## src/rtl/ft_host_pkg.sv

```systemverilog
// ft_host_pkg: FSM state encoding, sync marker and command field helpers shared by the host-side blocks
package ft_host_pkg;
  typedef enum logic [2:0] {FTRX_IDLE, FTRX_CMD, FTRX_ADDR, FTRX_DATA, FTRX_EMIT} ftrx_state_t;
  localparam logic [7:0] SYNC_BYTE_DEF = 8'hCD;
  localparam int CNT_W = 28;
  function automatic logic [CNT_W-1:0] words_m1(input logic [31:0] cmd);
    return (cmd[CNT_W-1:0] == '0) ? '0 : cmd[CNT_W-1:0] - CNT_W'(1);
  endfunction
endpackage

```

## src/rtl/ft_rx_deframer_if.sv

```systemverilog
// ft_rx_deframer_if: RX byte stream in, reassembled command words out
//   rx_data/rx_valid/rx_ready : byte stream, accepted on rx_valid & rx_ready
//   master_ready/ih_ready     : word handshake toward wishbone_master
//   in_*, frame_err, sync_drop_count : frame fields and status
interface ft_rx_deframer_if;
  import ft_host_pkg::*;
  logic [7:0] rx_data;
  logic rx_valid, rx_ready, master_ready, ih_ready, frame_err;
  logic [31:0] in_command, in_address, in_data;
  logic [CNT_W-1:0] in_data_count;
  logic [15:0] sync_drop_count;
  modport slave(input rx_data, rx_valid, master_ready,
                output rx_ready, ih_ready, in_command, in_address, in_data, in_data_count, frame_err, sync_drop_count);
  modport master(output rx_data, rx_valid, master_ready,
                 input rx_ready, ih_ready, in_command, in_address, in_data, in_data_count, frame_err, sync_drop_count);
endinterface

```

## src/rtl/ft_rx_word_shifter.sv

```systemverilog
// ft_rx_word_shifter: big-endian byte-to-word assembler
//   clr: drop partial word; en: shift din in; word: current word incl. din; done: en on 4th byte
module ft_rx_word_shifter (
  input  logic        clk,
  input  logic        rst_n,
  input  logic        clr,
  input  logic        en,
  input  logic [7:0]  din,
  output logic [31:0] word,
  output logic        done
);
  logic [1:0]  idx;
  logic [23:0] sh;
  assign word = {sh, din};
  assign done = en && idx == 2'd3;
  always_ff @(posedge clk or negedge rst_n)
    if (!rst_n) begin
      idx <= '0;
      sh  <= '0;
    end else if (clr) begin
      idx <= '0;
    end else if (en) begin
      sh  <= word[23:0];
      idx <= idx + 2'd1;
    end
endmodule

```

## src/rtl/ft_rx_deframer.sv

```systemverilog
// ft_rx_deframer: reassembles SYNC/command/address/data frames from the RX byte stream
//   clk, rst_n : clock, async active-low reset
//   bus        : slave side of ft_rx_deframer_if (byte stream in, word strobe and status out)
module ft_rx_deframer
  import ft_host_pkg::*;
#(
  parameter logic [7:0] SYNC_BYTE      = SYNC_BYTE_DEF,
  parameter int         TIMEOUT_CYCLES = 1024,
  parameter int         TO_WIDTH       = 11
) (
  input logic            clk,
  input logic            rst_n,
  ft_rx_deframer_if.slave bus
);
  ftrx_state_t state, nxt;
  logic rdy, ferr, accept, in_frame, shift_en, timeout, emit, done;
  logic [31:0] cmd, addr, data, word;
  logic [CNT_W-1:0] rem;
  logic [TO_WIDTH-1:0] to_cnt;
  logic [15:0] drops;
  assign accept   = bus.rx_valid && rdy;
  assign in_frame = state inside {FTRX_CMD, FTRX_ADDR, FTRX_DATA};
  assign shift_en = accept && in_frame;
  assign timeout  = in_frame && !accept && to_cnt == TO_WIDTH'(TIMEOUT_CYCLES - 1);
  // strobe is combinational so the byte after it is accepted on the following cycle
  assign emit     = state == FTRX_EMIT && bus.master_ready;
  ft_rx_word_shifter u_shift (
    .clk(clk), .rst_n(rst_n), .clr(timeout), .en(shift_en),
    .din(bus.rx_data), .word(word), .done(done)
  );
  always_comb begin
    nxt = state;
    unique case (state)
      FTRX_IDLE: nxt = (accept && bus.rx_data == SYNC_BYTE) ? FTRX_CMD : FTRX_IDLE;
      FTRX_CMD:  nxt = timeout ? FTRX_IDLE : done ? FTRX_ADDR : FTRX_CMD;
      FTRX_ADDR: nxt = timeout ? FTRX_IDLE : done ? FTRX_DATA : FTRX_ADDR;
      FTRX_DATA: nxt = timeout ? FTRX_IDLE : done ? FTRX_EMIT : FTRX_DATA;
      FTRX_EMIT: nxt = !bus.master_ready ? FTRX_EMIT : (rem == '0) ? FTRX_IDLE : FTRX_DATA;
      default:   nxt = FTRX_IDLE;
    endcase
  end
  always_ff @(posedge clk or negedge rst_n)
    if (!rst_n) state <= FTRX_IDLE;
    else        state <= nxt;
  always_ff @(posedge clk or negedge rst_n)
    if (!rst_n) begin
      rdy    <= 1'b0;
      ferr   <= 1'b0;
      to_cnt <= '0;
      drops  <= '0;
      cmd    <= '0;
      addr   <= '0;
      data   <= '0;
      rem    <= '0;
    end else begin
      rdy    <= nxt != FTRX_EMIT;
      ferr   <= timeout;
      to_cnt <= (in_frame && !accept && !timeout) ? to_cnt + TO_WIDTH'(1) : '0;
      if (state == FTRX_IDLE && accept && bus.rx_data != SYNC_BYTE && drops != 16'hFFFF)
        drops <= drops + 16'd1;
      if (done && state == FTRX_CMD) begin
        cmd <= word;
        rem <= words_m1(word);
      end
      if (done && state == FTRX_ADDR) addr <= word;
      if (done && state == FTRX_DATA) data <= word;
      if (emit && rem != '0) rem <= rem - CNT_W'(1);
    end
  assign bus.rx_ready        = rdy;
  assign bus.ih_ready        = emit;
  assign bus.frame_err       = ferr;
  assign bus.in_command      = cmd;
  assign bus.in_address      = addr;
  assign bus.in_data         = data;
  assign bus.in_data_count   = rem;
  assign bus.sync_drop_count = drops;
endmodule

```

## src/flat_wrapper.sv

```systemverilog
// flat-port wrapper written by rule: the top's interface ports become plain ports
module ft_rx_deframer_flat import ft_host_pkg::*;
#(
  parameter logic [7:0] SYNC_BYTE      = SYNC_BYTE_DEF,
  parameter int         TIMEOUT_CYCLES = 1024,
  parameter int         TO_WIDTH       = 11
)
  (clk, rst_n, bus_rx_data, bus_rx_valid, bus_master_ready, bus_rx_ready, bus_ih_ready, bus_in_command, bus_in_address, bus_in_data, bus_in_data_count, bus_frame_err, bus_sync_drop_count);
  ft_rx_deframer_if bus_i ();
  input logic clk;
  input logic rst_n;
  input wire logic [$bits(bus_i.rx_data)-1:0] bus_rx_data;
  input wire logic [$bits(bus_i.rx_valid)-1:0] bus_rx_valid;
  input wire logic [$bits(bus_i.master_ready)-1:0] bus_master_ready;
  output wire logic [$bits(bus_i.rx_ready)-1:0] bus_rx_ready;
  output wire logic [$bits(bus_i.ih_ready)-1:0] bus_ih_ready;
  output wire logic [$bits(bus_i.in_command)-1:0] bus_in_command;
  output wire logic [$bits(bus_i.in_address)-1:0] bus_in_address;
  output wire logic [$bits(bus_i.in_data)-1:0] bus_in_data;
  output wire logic [$bits(bus_i.in_data_count)-1:0] bus_in_data_count;
  output wire logic [$bits(bus_i.frame_err)-1:0] bus_frame_err;
  output wire logic [$bits(bus_i.sync_drop_count)-1:0] bus_sync_drop_count;
  assign bus_i.rx_data = bus_rx_data;
  assign bus_i.rx_valid = bus_rx_valid;
  assign bus_i.master_ready = bus_master_ready;
  assign bus_rx_ready = bus_i.rx_ready;
  assign bus_ih_ready = bus_i.ih_ready;
  assign bus_in_command = bus_i.in_command;
  assign bus_in_address = bus_i.in_address;
  assign bus_in_data = bus_i.in_data;
  assign bus_in_data_count = bus_i.in_data_count;
  assign bus_frame_err = bus_i.frame_err;
  assign bus_sync_drop_count = bus_i.sync_drop_count;
  ft_rx_deframer #(.SYNC_BYTE(SYNC_BYTE), .TIMEOUT_CYCLES(TIMEOUT_CYCLES), .TO_WIDTH(TO_WIDTH)) u_core (.clk(clk), .rst_n(rst_n), .bus(bus_i));
endmodule
```

## config.mk

```make
export PLATFORM = sky130hd
export DESIGN_NAME = ft_rx_deframer_flat
export DESIGN_NICKNAME = d
export VERILOG_FILES = /design/src/rtl/ft_host_pkg.sv /design/src/rtl/ft_rx_deframer_if.sv /design/src/rtl/ft_rx_word_shifter.sv /design/src/rtl/ft_rx_deframer.sv /design/src/flat_wrapper.sv
export SDC_FILE = /design/constraint.sdc
export NUM_CORES = 1
export LEC_CHECK = 0
export CORE_ASPECT_RATIO = 0.6
export CORE_MARGIN = 2
export CORE_UTILIZATION = 40
export DETAILED_ROUTE_END_ITERATION = 6
export DONT_BUFFER_PORTS = 1
export GPL_ROUTABILITY_DRIVEN = 1
export PLACE_DENSITY = 0.59
export SLEW_MARGIN = 20
export SYNTH_ARGS = -nofsm -noshare
export SYNTH_HDL_FRONTEND = slang
export SYNTH_HIERARCHICAL = 1
export SYNTH_SLANG_ARGS = --single-unit
```

## constraint.sdc

```tcl
create_clock -name clk -period 4.8 [get_ports clk]
set_input_delay 0.72 -clock clk [delete_from_list [all_inputs] [get_ports clk]]
set_output_delay 0.72 -clock clk [all_outputs]
set_load 0.05 [all_outputs]
```

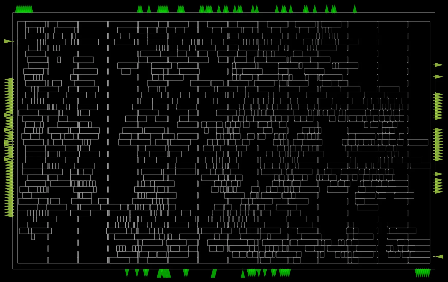
Fig. 1. Cell outlines without signal wires (run 1).
post-layout util: 44.6%
final cell count without fillers: 1039

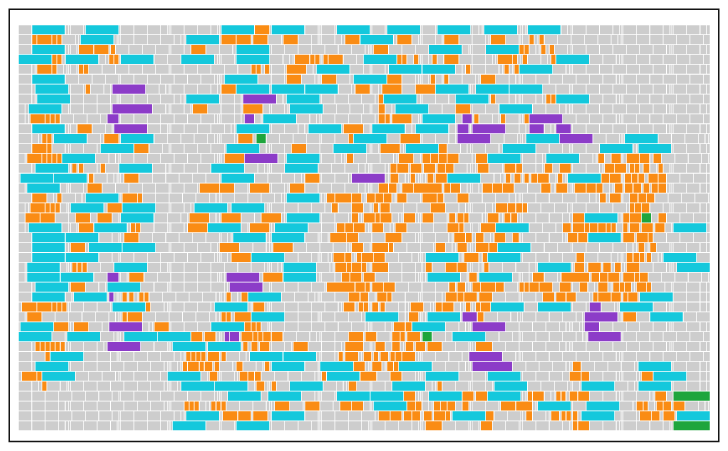
Fig. 2. Cell classes on the final placement (run 1).
Fill, decap, tap and diode cells in grey.
class	colour	cells	share of their area
registers	cyan	182	50%
remaining logic cells	orange	541	43%
remaining buffers and delay cells	green	5	0.85%
clock drivers and dummy loads	purple	32	6.5%

==> out/qor.yml, run 1 <==
sequentialPowerShare_pct: 59.2
fa_ha_area_share_pct: 0.862
stdcell_area_um2: 9450
p_per_area_nw_per_um2: 727
drc: 0
worst_setup_path_end_kind: "register"
wl_met2_mm: 10.0
routed_wl_mm: 23.9
aoi_share_pct: 7.96
finalCritPeriodShare_pct: 77.4
fillCellCount: 1928
io_pins: 155
switching_share_pct: 49.4
warnings: 30
die_h_um: 118
sh_seq_area_pct: 48.2
tightestPinTransition_ps: 1030
synth_seq_share_pct: 52.3
edf_count: 0
dr.pass1.iters: 5
fin_tns_setup_ps: 0
syn_area_per_cell_um2: 11.2
final_cell_mix: "182 x dfrtp_1, 116 x nand2_1, 67 x mux2_2"
ys_types: 70
p_comb_share_pct: 20.1
yosys.area.top_type: "dfrtp_1"
cp_top_family: "simple AND/OR/NAND/NOR gates"
start_kind: "register"
ir_drop_uv: 278
p_seq_mw: 4.07
max_cap_violations: 0
signal_buffers: 5
async_flop_share_pct: 100
cts_num_sinks: 182
tap-cell-count: 279
grt_util_met1_pct: 30.3
reg2regPathDepth: 7
dpl_worst_slack_ps: 1160
synth.top_cell.area_share_pct: 52.3
status: "completed"
rows: 41
yosys.area_share.xor_xnor_pct: 4.43
r2r_end: "u_core/bus.in_data_count[2]"
synth_warnings: 6
path_buffers: 1
max_freq_mhz: 269
inv_count: 11
syn_to_final_growth_pct: 8.51
syn_nets: 795
clock_area_share_pct: 6.30
htree_num_levels: 4
post-cts-setup-buffers: 0
synth-area-yosys_um2: 8710
area_dominant_class: "sequential cells"
fp_util_pct: 41.1
drive_above_1_share_pct: 19.3
layout_setup_ws_ps: 1090
power_clock_mw: 1.42
ys.flops: 182
internal-power_mw: 3.48
viasPerCell: 5.99
dp.cells: 1005
grt_pass1_vias: 6069
met2_usage_pct: 29.7
grt_max_degree: 183
critical_path_class: "register to register"
crit_fanout: 31
die_x_um: 194
drv_slew: 0
common_cells: "182 x dfrtp_1, 116 x nand2_1, 67 x mux2_2"
finalWeightedCongestion: 0.855
antenna_cells: 0
cp_num_cells: 7
crit_chain: "inv_1, ha_1, or4b_2, nor3_2, a31o_2, nand2_1, o221a_2"
endpoint: "u_core/bus.in_data_count[2]"
wl_met3_mm: 2.47
n_clock_buffer: 19
yosysMostFrequentCell: "dfrtp_1"
seq_cell_count: 182
power_switching_mw: 3.39
clk_latency_ps: 430
wl_met1_mm: 11.2
critPathSlowestCell: "or4b_2"
powerComb_mw: 1.38
root_buffer: "clkbuf_16"
mi_logic_area_um2: 3830
p_leak_nw: 4.16
whs_ps: 169
cts_tree: "built"
cp.arrival_ps: 4020
logic_gates: 530
nets: 765
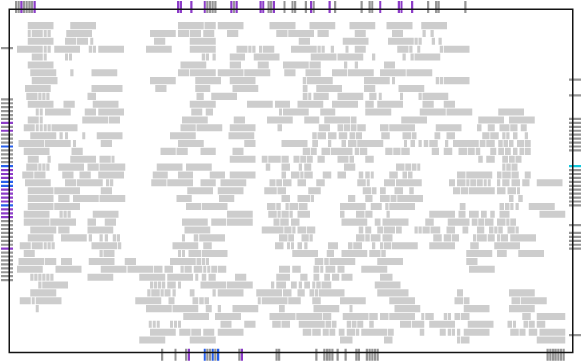
Fig. 3. Pin placement (run 1).
Pins as bars across the die edge, other pins in grey.
port	colour	pins	direction	edge
bus_rx_data	blue	8	input	5 left, 3 bottom
bus_in_data	purple	32	output	17 top, 13 left, 2 bottom
bus_ih_ready	cyan	1	output	right
all pins by edge	48 left, 43 top, 35 bottom, 29 right

Fig. 4: run 1, signal wires by layer
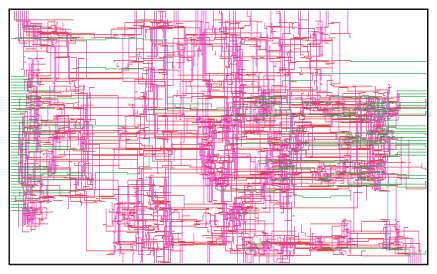

==> inputs of run 2 (changes only) <==
PLACE_DENSITY = 0.61   (was 0.59)
clock period = 3.3 ns   (was 4.8 ns; I/O delays follow)
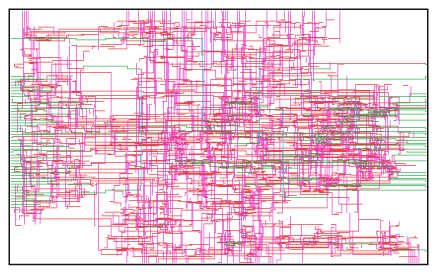
Fig. 5. Signal wires by layer (run 2).
layer	colour	wire length
M4	cyan	182 µm
M3	green	2640 µm
M1	red	12100 µm
M2	magenta	9340 µm

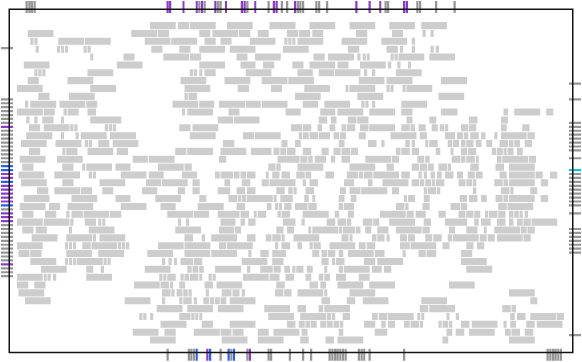
Fig. 6. Pin placement (run 2).
Pins as bars across the die edge, other pins in grey.
port	colour	pins	direction	edge
bus_in_data	purple	32	output	18 top, 12 left, 2 bottom
bus_rx_data	blue	8	input	4 bottom, 4 left
bus_ih_ready	cyan	1	output	right
all pins by edge	47 left, 42 top, 36 bottom, 30 right
die x size: 194 µm
port bufs: 0

==> run 2 against run 1 <==
Against the previous run: the run now ends with negative hold slack left; highest routed layer unchanged; count of clock-buffer cells in the layout decreased by 1; critical path type unchanged; die size unchanged; first-iteration DRC count decreased by 25%; register-to-register slack got worse by 690 ps; clock power increased by 45%; fmax increased by 28%; sequential power increased by 28%.
==> out/qor.yml, run 2 <==
status: "complete, but fails checks"
violations: "negative hold slack"
clk_latency_ps: 430
powerComb_mw: 2.94
synth.top_cell.area_share_pct: 52.3
post-cts-setup-buffers: 0
nets: 810
p_comb_share_pct: 28.8
mi_logic_area_um2: 3820
power_clock_mw: 2.06
area_dominant_class: "sequential cells"
register_area_um2: 4550
yosys.area.top_type: "dfrtp_1"
worst_setup_path_end_kind: "register"
clock_area_share_pct: 6.06
wl_met2_mm: 9.34
finalHoldViolCount: 182
drc: 0
dpl_worst_slack_ps: 441
critical_path_class: "register to register"
cts_tree: "built"
tap-cell-count: 279
sh_seq_area_pct: 46.7
p_seq_mw: 5.22
aoi_share_pct: 7.96
grt_pass1_vias: 5989
crit_fanout: 19
cts_num_sinks: 182
fillCellCount: 1956
final_cells: 1084
layout_setup_ws_ps: 401
inv_count: 11
yosysMostFrequentCell: "dfrtp_1"
fa_ha_area_share_pct: 0.862
critPathSlowestCell: "or4b_2"
async_flop_share_pct: 100
rows: 41
internal-power_mw: 5.21
root_buffer: "clkbuf_16"
cp_num_cells: 9
tightestPinTransition_ps: 956
fin_util_pct: 46.0
htree_num_levels: 4
finalWeightedCongestion: 0.889
seq_cell_count: 182
endpoint: "u_core/bus.in_data_count[2]"
n_clock_buffer: 18
clk_pin_slew_ps: 70
viasPerCell: 5.76
ys.flops: 182
logic_gates: 530
final_cell_mix: "182 x dfrtp_1, 116 x nand2_1, 67 x mux2_2"
max_cap_violations: 0
met2_usage_pct: 28.2
path_buffers: 3
signal_buffers: 50
p_per_area_nw_per_um2: 1050
warnings: 31
yosys.area_share.xor_xnor_pct: 4.43
core_um2: 21200
max_freq_mhz: 345
cp_top_family: "simple AND/OR/NAND/NOR gates"
routed_wl_mm: 24.3
io_pins: 155
antenna_cells: 0
p_leak_nw: 4.38
dp.cells: 1052
whs_ps: -242
drive_above_1_share_pct: 23.9
synth_seq_share_pct: 52.3
ys_types: 70
fin_tns_setup_ps: 0
wl_met1_mm: 12.1
grt_max_degree: 183
grt-busiest-layer: "met1"
cp.arrival_ps: 3260
sequentialPowerShare_pct: 51.1
syn_area_per_cell_um2: 11.2
synth_warnings: 6
finalCritPeriodShare_pct: 87.8
reg2regPathDepth: 9
grt_util_met1_pct: 33.3
synth-area-yosys_um2: 8710
common_cells: "182 x dfrtp_1, 116 x nand2_1, 67 x mux2_2"
fp_util_pct: 41.1
r2r_end: "u_core/bus.in_data_count[2]"
start_kind: "register"
crit_chain: "inv_1, ha_1, or4b_2, nor3_2, buf_4, a31o_2, buf_4, and3_1, o221a_2"
power_switching_mw: 5.00
syn_to_final_growth_pct: 11.9
edf_count: 0
Power and IR drop assume default switching activity.
